`src/rtl/instr_prefetch.sv`:
```
// instr_prefetch: sequential instruction fetcher feeding the instruction FIFO,
// credit-limited so no response can land in a full FIFO, with redirect flush.
module instr_prefetch #(
    parameter logic [31:0] RESET_PC        = 32'h0000_0000,
    parameter int          MAX_OUTSTANDING = 4,
    parameter int          FIFO_DEPTH      = 128
) (
    input  logic        clk,
    input  logic        rst,
    input  logic        fetch_en,
    input  logic        redirect_valid,
    input  logic [31:0] redirect_pc,
    output logic        imem_req_valid,
    input  logic        imem_req_ready,
    output logic [31:0] imem_req_addr,
    input  logic        imem_rsp_valid,
    input  logic [31:0] imem_rsp_data,
    output logic        fifo_wr_en,
    output logic [31:0] fifo_data,
    input  logic        fifo_pop,
    output logic        fifo_flush
);
    localparam int OW = $clog2(MAX_OUTSTANDING + 1);
    localparam int CW = $clog2(FIFO_DEPTH + 1);

    logic [31:0]   pc;
    logic [OW-1:0] outstanding, stale, in_flight_next;
    logic [CW-1:0] occ;
    logic [31:0]   credit_used;
    logic          req_fire, rsp_fire;

    // Live (non-stale) in-flight responses already own a FIFO slot.
    always_comb begin
        credit_used    = 32'(occ) + 32'(outstanding) - 32'(stale);
        imem_req_valid = fetch_en & ~rst & (32'(outstanding) < MAX_OUTSTANDING) & (credit_used < FIFO_DEPTH);
        imem_req_addr  = pc;
        req_fire       = imem_req_valid & imem_req_ready;
        rsp_fire       = imem_rsp_valid;
        fifo_wr_en     = rsp_fire & (stale == '0) & ~redirect_valid & ~rst;
        fifo_data      = imem_rsp_data;
        fifo_flush     = redirect_valid & ~rst;
        in_flight_next = outstanding + OW'(req_fire) - OW'(rsp_fire);
    end

    always_ff @(posedge clk) begin
        if (rst) begin
            pc          <= RESET_PC;
            outstanding <= '0;
            stale       <= '0;
            occ         <= '0;
        end else begin
            outstanding <= in_flight_next;
            if (redirect_valid) begin
                pc    <= redirect_pc & 32'hFFFF_FFFC;
                stale <= in_flight_next;
                occ   <= '0;
            end else begin
                if (req_fire) pc <= pc + 32'd4;
                stale <= stale - OW'(rsp_fire && stale != '0);
                occ   <= occ + CW'(fifo_wr_en) - CW'(fifo_pop && occ != '0);
            end
        end
    end
endmodule
```
`config.mk`:
```
export PLATFORM = sky130hd
export DESIGN_NAME = instr_prefetch
export DESIGN_NICKNAME = d
export VERILOG_FILES = /design/src/rtl/instr_prefetch.sv
export SDC_FILE = /design/constraint.sdc
export NUM_CORES = 1
export LEC_CHECK = 0
export ABC_CLOCK_PERIOD_IN_PS = 11000
export CAP_MARGIN = 10
export CORE_UTILIZATION = 30
export DETAILED_ROUTE_END_ITERATION = 7
export PLACE_DENSITY = 0.65
export SYNTH_ARGS = -nofsm -noshare
export SYNTH_HDL_FRONTEND = slang
export SYNTH_SLANG_ARGS = --single-unit
```
`constraint.sdc`:
```
create_clock -name clk -period 11 [get_ports clk]
set_clock_uncertainty 0.15 [all_clocks]
set_input_delay 2.2 -clock clk [delete_from_list [all_inputs] [get_ports clk]]
set_output_delay 2.2 -clock clk [all_outputs]
set_load 0.05 [all_outputs]
```
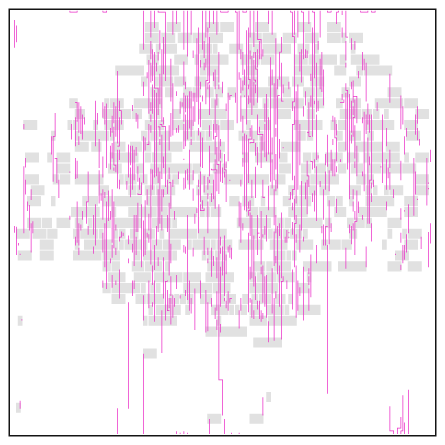
Fig. 1. M2 wires (run 1).
(4 px per um)
The layer carries 3,780 um of wire. 424 nets have wire on it. The wires run mostly vertical. The layer holds 46% of the routed length.

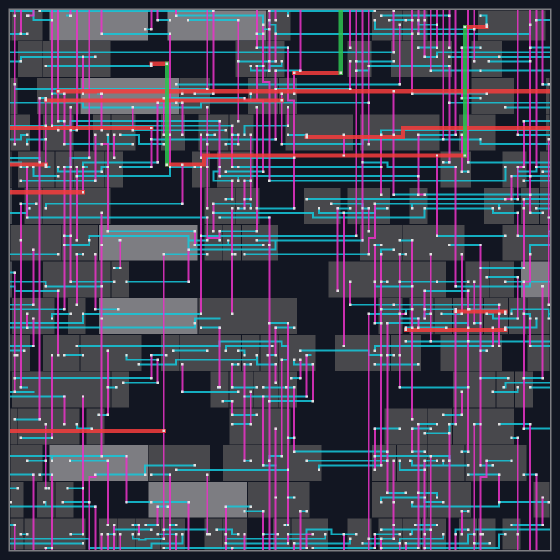
Fig. 2. Close-up of the layout (run 1).
Region (33, 33) to (73, 73) um. Cells in grey, sequential cells in the stronger grey; small squares are vias.
M3: marked red. M4: marked green. M2: marked magenta. M1: marked cyan.
Most frequent: inv_1 (18), nor2_1 (13), ha_1 (13). Sequential cells in the window: 7. Netlist names of flops here include imem_req_addr (3), occ (2). 129 logic cells have their middle in the window.

==> results_dict.tcl, run 1 <==
# metrics dict for downstream scripts
set metrics [dict create \
    die_area_um2 11300 \
    critical_path_class "primary input to output port" \
    synth-xor-area-share_pct 8.33 \
    powerDensity_nw_per_um2 197 \
    postCtsSetupBuffers 0 \
    area_leaders "dfxtp_1 27%, ha_1 8.4%, buf_4 7.8%, xor2_1 4.6%, inv_1 4.1%" \
    top_area_share_pct 27.0 \
    dr_total_vias 2819 \
    syn_area_um2 3260 \
    critPathLaunchType "primary input" \
    status "complete, no violations" \
    hold_class "register to register" \
    cts.clk_slew.worst_paths_ns 0.10 \
    finalWirelength_um 8260 \
    min_from "imem_req_addr[19]" \
    yosysMostFrequentCell "dfxtp_1" \
    viasPerCell 4.91 \
    synth.cellmix.simpleShare_pct 25.8 \
    ys_async_sr_fraction_pct 0 \
    final.setup.tns_ns 0 \
    io_buffers 69 \
    crit_slowest_cell "clkdlybuf4s50_1" \
    syn_to_final_growth_pct 20.3 \
    grt_pass1_vias 2771 \
    layout_setup_ws_ns 4.33 \
    final_hold_viol_count 0 \
    synth_cell_types 51 \
    warnings 32 \
    reg2reg_depth 17 \
    antenna_found_initial 0 \
    nNetsFinal 534 \
    r2r_slack_ns 6.38 \
    p_leak_nw 1.54 \
    drt.antenna.violating_nets 0 \
    worst_path_largest_cell_delay_ns 0.84 \
    ir_worst_vdd_mv 0.0834 \
    flop_cell "dfxtp_1" \
    cts_max_level 2 \
    die_w_um 106 \
    dpl_worst_slack_ns 4.31 \
]
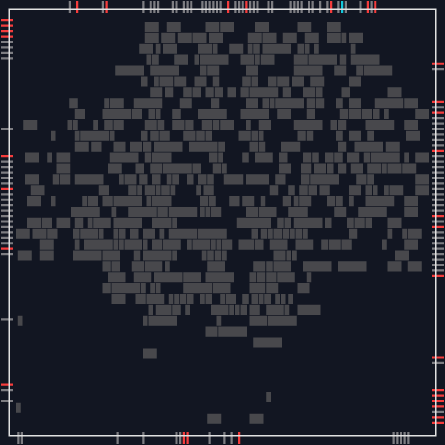
Fig. 3. Pin placement (run 1).
(4 px per um) Pins as bars across the die edge, other pins in grey.
clk: marked cyan, pins 1, direction input, edge north. fifo_data: marked red, pins 32, direction output, edge 14 east, 8 west, 7 north, 3 south.

-- run 1: area by class of cell --
class	instances	area, um^2	share of cell area (%)
multi-input combinational	277	1930	49.1
sequential	44	881	22.4
timing repair buffer	72	713	18.2
tap	136	170	4.34
inverter	37	141	3.60
clock buffer	6	82.6	2.10
clock inverter	2	10.0	0.255
-- run 1: stage by stage --
stage	hold slack [ns]	std cells	total power [mW]
after CTS	0.405	574	0.773
final	0.408	574	0.772
after detailed placement	0.386	566	0.661
after floorplan	0.375	408	0.593
after global routing	0.436	574	0.834
after global placement	0.365	566	0.650
-- run 1: logic make-up (layout without fill, tap and decap cells) --
family / Yosys count / count (layout)
AND/OR/NAND/NOR: 150 / 150
AND-OR/OR-AND: 65 / 65
flip-flops: 44 / 44
multiplexers: 3 / 3
buffers and inverters: 87 / 117
adder cells (fa/ha/maj): 26 / 26
XOR/XNOR: 31 / 31
other: 1 / 2
-- run 1: worst reg2reg max path: stages, from the launching register on --
cell      delay (ns)
dfxtp_1         0.39
inv_1           0.09
fa_1            0.54
inv_1           0.04
ha_1            0.28
o21ai_1         0.27
a22oi_1         0.15
mux2_2          0.26
o21ai_2         0.20
nor3_4          0.56
inv_4           0.11
ha_1            0.30
inv_1           0.04
ha_1            0.19
fa_1            0.39
xnor2_1         0.23
xnor2_1         0.13
a211oi_1        0.23
-- run 1: power by group --
part           internal, mW  total [mW]  leakage [nW]  switching (mW)
Clock                0.0503       0.109        0.0510          0.0589
Sequential            0.183       0.205         0.364          0.0219
Combinational         0.175       0.459          1.13           0.284
Total                 0.408       0.772          1.54           0.364
-- run 1: worst max path at each step --
stage,endpoint,start,depth (start not counted)
floorplan,fifo_flush,rst,4
global placement,fifo_wr_en,redirect_valid,5
detailed placement,fifo_wr_en,redirect_valid,5
CTS,fifo_wr_en,redirect_valid,5
global route,fifo_wr_en,redirect_valid,5
finish,fifo_flush,redirect_valid,5
-- run 1: routing by layer --
layer | vias up | part of all wire (%) | global-route usage, %
met5 | - | 0 | 0
met4 | 0 | 1.4 | 3.87
met3 | 18 | 5.8 | 2.76
met2 | 78 | 46 | 24.4
met1 | 1306 | 47 | 19.5
li1 | 1417 | - | -
-- run 1: sequential cells by signal, summed over array words and instances, names as in the netlist --
register and flops:
imem_req_addr 30, occ 8, outstanding 3, stale 3
-- run 1: cells in the final DEF, fill, tap and decap left out, drive strengths merged, types with 5 or more instances in the layout --
| master | synthesis | layout |
|---|---|---|
| clkbuf | 13 | 6 |
| o21ai | 23 | 23 |
| nand3 | 13 | 13 |
| clkdlybuf4s50 | 0 | 69 |
| nor3 | 10 | 10 |
| and2 | 6 | 6 |
| nor3b | 7 | 7 |
| nor4 | 11 | 11 |
| a21oi | 19 | 19 |
| ha | 22 | 22 |
| and4 | 5 | 5 |
| inv | 37 | 37 |
| o21a | 10 | 10 |
| nor2 | 23 | 23 |
| dfxtp | 44 | 44 |
| nand2 | 30 | 30 |
| nand4 | 14 | 14 |
| and3 | 14 | 14 |
| xor2 | 17 | 17 |
| xnor2 | 14 | 14 |
Fig. 4: run 1, placed standard cells
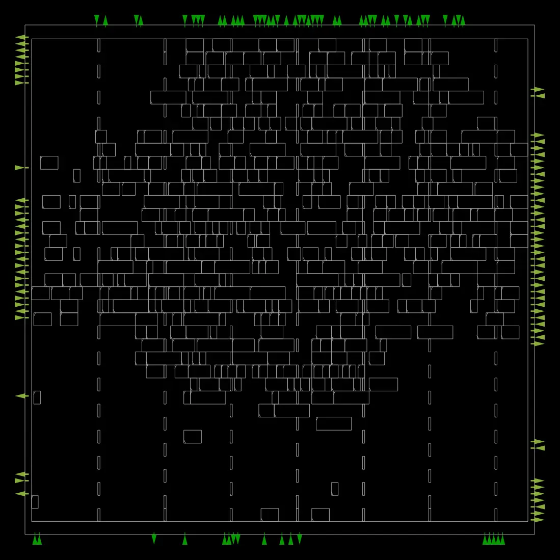

==> run 2: changes to the inputs <==
ABC_CLOCK_PERIOD_IN_PS = 6500   (was 11000)
clock period = 6.5 ns   (was 11 ns; I/O delays follow)
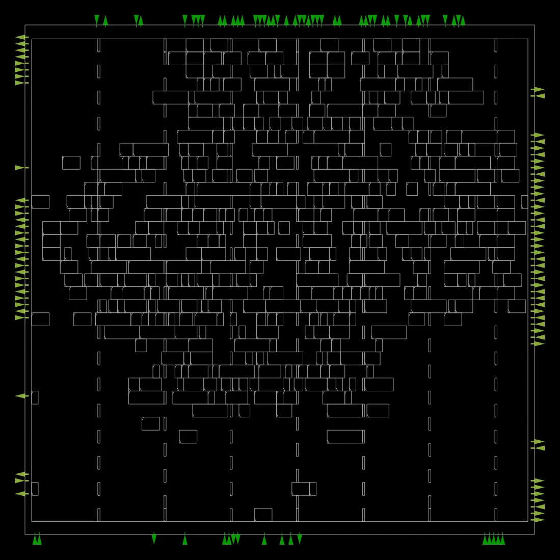
Fig. 5. Placed standard cells (run 2).
Seq/total area: 22.3%
fillcell total: 1,075
Tapcells: 136
CORE AREA: 10,400 um^2
flip-flops: 44

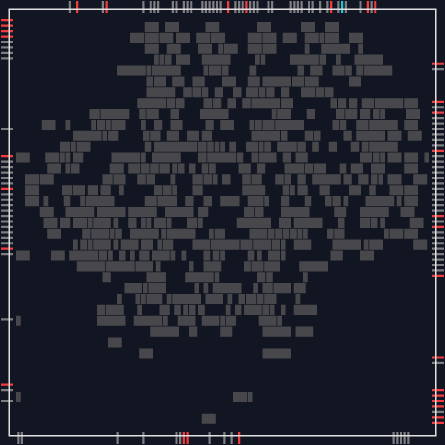
Fig. 6. Pin placement (run 2).
(4 px per um) Pins as bars across the die edge, other pins in grey.
clk: marked cyan, pins 1, direction input, edge north. fifo_data: marked red, pins 32, direction output, edge 14 east, 8 west, 7 north, 3 south.
All pins by edge: 45 north, 44 east, 32 west, 17 south.

==> run 2 against run 1 <==
Compared with the run above: die area unchanged; synthesized cell count unchanged; clock-buffer cell count unchanged; sequential share of layout area down 0.13 points; critical endpoint is now imem_req_valid; critical path type is now register to output port; combinational power up 68%; largest power group unchanged; final area up 0.57%.
==> results_dict.tcl, run 2 <==
# metrics dict for downstream scripts
set metrics [dict create \
    syn_to_final_growth_pct 21.0 \
    finalWirelength_um 8140 \
    timing.hold.ws_ns 0.380 \
    flop_cell "dfxtp_1" \
    warnings 32 \
    yosysMostFrequentCell "dfxtp_1" \
    critical_path_class "register to output port" \
    hold_class "register to register" \
    powerDensity_nw_per_um2 337 \
    die_area_um2 11300 \
    min_from "imem_req_addr[19]" \
    p_sw_mw 0.608 \
    antenna_found_initial 0 \
    final_cell_mix "69 x clkdlybuf4s50_1, 44 x dfxtp_1, 36 x inv_1, 30 x nand2_1, 23 x nor2_1" \
    ir_worst_vdd_mv 0.119 \
    nNetsFinal 535 \
    status "complete, no violations" \
    p_int_mw 0.720 \
    worstMarginPinSlew_ns 1.08 \
    r2r_slack_ns 2.27 \
    largest_reg_flops 30 \
    viasPerCell 4.95 \
    cts_root_buf "clkbuf_8" \
    top_area_share_pct 27.0 \
    postCtsSetupBuffers 0 \
    total_power_mw 1.33 \
    final.setup.tns_ns 0 \
    hold_buffers 0 \
    reg2reg_depth 17 \
    comb_power_share_pct 58.1 \
    p_seq_share_pct 26.0 \
    critPathLaunchType "register" \
    clkPwrFrac_pct 15.9 \
    switching_share_pct 45.8 \
    p_leak_nw 1.55 \
    synth_cell_types 51 \
    syn_area_um2 3260 \
    die_w_um 106 \
    area_leaders "dfxtp_1 27%, ha_1 8.4%, buf_4 7.8%, xor2_1 4.6%, inv_1 4.1%" \
    cts.clk_slew.worst_paths_ns 0.09 \
    layout.cells.most_common "clkdlybuf4s50_1" \
    wl_per_cell_um 14.2 \
    drt.antenna.violating_nets 0 \
    dr_total_vias 2847 \
    io_buffers 69 \
    grt_pass1_vias 2805 \
    final_hold_viol_count 0 \
    ys_async_sr_fraction_pct 0 \
    cts_max_level 2 \
]
==> run 2: cell counts after synthesis <==
Identical to the previous run, type by type.
==> run 2: worst max-delay path by stage <==
stage / startpoint / end / slack [ns] / depth (start not counted)
floorplan: outstanding[2] / imem_req_valid / 2.31 / 10
detailed placement: rst / fifo_wr_en / 1.38 / 4
CTS: outstanding[2] / imem_req_valid / 1.24 / 10
global route: outstanding[2] / imem_req_valid / 1.09 / 10
global placement: rst / fifo_wr_en / 1.40 / 4
finish: outstanding[2] / imem_req_valid / 1.31 / 10
==> run 2: cell families (layout without fill, tap and decap cells) <==
family / after synthesis / in the layout / synth area share, %
buf+inv: 87 / 118 / 14.0
flops: 44 / 44 / 27.0
mux: 3 / 3 / 0.959
simple gates: 150 / 150 / 25.8
xor+xnor: 31 / 31 / 8.33
fa+ha+maj: 26 / 26 / 10.9
compound gates: 65 / 65 / 12.9
other cells: 1 / 2 / 0.115
==> run 2: per-stage QoR <==
stage	instance area [um^2]	util [%]	worst slack (ns)	cells
finish	3950	37.9	1.31	575
global route	3950	37.9	1.09	575
CTS	3950	37.9	1.24	575
detailed placement	3840	36.9	1.38	567
global placement	3840	36.9	1.40	567
floorplan	3260	-	2.31	408
==> run 2: area by class of cell <==
cell class | instances | area [um^2] | area share (%)
multi-input combinational | 277 | 1930 | 48.8
sequential | 44 | 881 | 22.3
timing repair buffer | 73 | 721 | 18.3
tap | 136 | 170 | 4.31
inverter | 37 | 141 | 3.58
clock buffer | 6 | 72.6 | 1.84
clock inverter | 2 | 35.0 | 0.888
==> run 2: layer usage <==
metal	wire (um)	GRT usage [%]
met1	3840	20.4
met2	3670	23.5
met3	516	2.51
met4	117	4.96
met5	0	0
==> run 2: power groups by stage <==
stage	Sequential (mW)	Clock (mW)	Combinational, mW
6_report	0.345	0.212	0.772
3_3_place_gp	0.350	0	0.752
2_1_floorplan	0.384	0	0.618
4_1_cts	0.345	0.217	0.774
5_1_grt	0.352	0.229	0.861
3_5_place_dp	0.351	0	0.768
==> run 2: worst max-delay path: stages (launching register included) <==
cell and delay, ns:
dfxtp_1 0.38, inv_1 0.09, fa_1 0.53, inv_1 0.04, ha_1 0.28, o21ai_1 0.26
a22oi_1 0.16, mux2_2 0.27, o21a_1 0.34, and4_1 0.27, clkdlybuf4s50_1 0.81
Fig. 7: run 2, wiring by layer
(4 px per um) Two of the layers only.
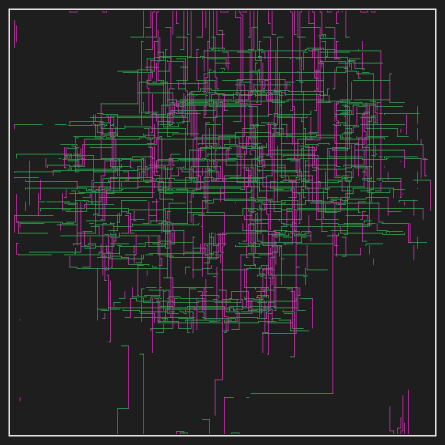

==> run 3: changes to the inputs <==
ABC_CLOCK_PERIOD_IN_PS = 4300   (was 6500)
PLACE_DENSITY = 0.67   (was 0.65)
clock period = 4.3 ns   (was 6.5 ns; I/O delays follow)
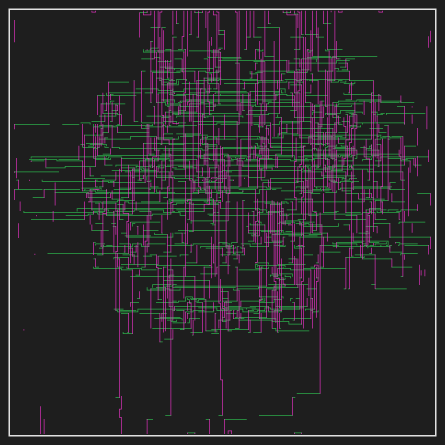
Fig. 8. Wiring by layer (run 3).
(4 px per um) Two of the layers only.
M2: marked magenta, wire length 3,920 um. M1: marked green, wire length 3,820 um.

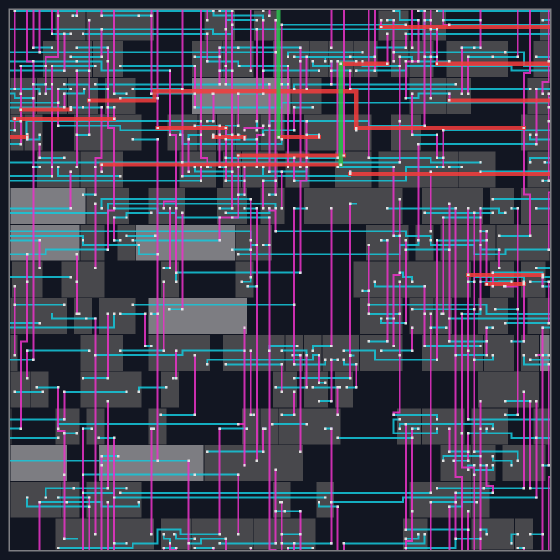
Fig. 9. Close-up of the layout (run 3).
Region (33, 33) to (73, 73) um. Cells in grey, sequential cells in the stronger grey; small squares are vias.
M2: marked magenta. M1: marked cyan. M4: marked green. M3: marked red.
Netlist names of flops here include imem_req_addr (2), outstanding (2), stale (2). 125 logic cells have their middle in the window. Most frequent: inv_1 (14), ha_1 (12), nor2_1 (8). Sequential cells in the window: 7.

==> run 3 against run 2 <==
Compared with the run above: core utilization grew 0.60 points; register-to-register slack lost 2.0 ns; total power grew 56%; wire length up 3.1%; first-iteration DRC count is 16% higher; critical endpoint unchanged.
==> results_dict.tcl, run 3 <==
# metrics dict for downstream scripts
set metrics [dict create \
    status "complete, no violations" \
    wl_per_cell_um 14.5 \
    path_delay_family "adder cells" \
    worst_path_largest_cell_delay_ns 0.54 \
    io_buffers 69 \
    yosysMostFrequentCell "dfxtp_1" \
    dr_total_vias 2903 \
    dpl_worst_slack_ns 0.253 \
    final_hold_viol_count 0 \
    worstMarginPinSlew_ns 0.919 \
    synth-xor-area-share_pct 8.33 \
    synthTopLogicFamily "simple AND/OR/NAND/NOR gates" \
    final_cell_mix "66 x clkdlybuf4s50_1, 43 x dfxtp_1, 36 x inv_1, 30 x nand2_1, 23 x nor2_1" \
    drt.antenna.violating_nets 0 \
    layout.cells.most_common "clkdlybuf4s50_1" \
    critical_path_class "register to output port" \
    top_area_share_pct 27.0 \
    ys_async_sr_fraction_pct 0 \
    cts_max_level 2 \
    core_area_um2 10400 \
    die_area_um2 11300 \
]
-- run 3: cell counts after synthesis --
No cell type changed its count.
-- run 3: stage by stage --
step / instance area (um^2) / power, mW / hold WS [ns] / util [%]
global placement: 3900 / 1.70 / 0.362 / 37.4
finish: 4010 / 2.07 / 0.405 / 38.5
global route: 4010 / 2.25 / 0.422 / 38.5
floorplan: 3260 / 1.52 / 0.375 / -
CTS: 4010 / 2.07 / 0.408 / 38.5
detailed placement: 3900 / 1.75 / 0.398 / 37.4
-- run 3: kinds of logic after synthesis --
logic type / Yosys count
AND-OR/OR-AND: 65
flip-flops: 44
buffers and inverters: 87
XOR/XNOR: 31
AND/OR/NAND/NOR: 150
other: 1
multiplexers: 3
adder cells (fa/ha/maj): 26
-- run 3: cell type report --
type,count,area (um^2),area share (%)
repair buffers,77,781,19.5
clock buffers,6,72.6,1.81
well taps,136,170,4.24
flip-flops and latches,44,882,22.0
multi-input cells,277,1930,48.1
inverters,37,141,3.53
clock inverters,2,35.0,0.874
-- run 3: per-layer routing --
| metal | up-vias | GRT usage [%] | part of all wire (%) |
|---|---|---|---|
| met5 | - | 0 | 0 |
| met4 | 0 | 4.27 | 1.4 |
| li1 | 1437 | - | - |
| met1 | 1357 | 20.5 | 46 |
| met2 | 87 | 25.6 | 47 |
| met3 | 22 | 2.88 | 6.3 |
-- run 3: path summary, 6_finish.rpt --
kind	end	slack (ns)	cells past startpoint
max	imem_req_valid	0.22	10
min	imem_req_addr[19]	0.41	2
max reg2reg	stale[2]	0.25	17
min reg2reg	imem_req_addr[19]	0.41	2
-- run 3: power breakdown --
part           total, mW  leakage [nW]  switching, mW  internal, mW
Combinational       1.23          1.17          0.732         0.494
Sequential         0.524         0.364         0.0563         0.468
Clock              0.317        0.0552          0.144         0.173
Total               2.07          1.59          0.932          1.13
-- run 3: tightest hold or removal path, cell delays in order, from the launching register on --
cell and delay [ns]:
dfxtp_1 0.36, nand3_1 0.09, nand3_1 0.06
-- run 3: what timing repair did --
action / CTS / global route
setup endpoints to repair: 0 / 2
hold buffers: 0 / 0
resized: 0 / 2
setup buffers: 0 / 0
Power figures rest on the tool's default switching activity, not on a simulated workload.
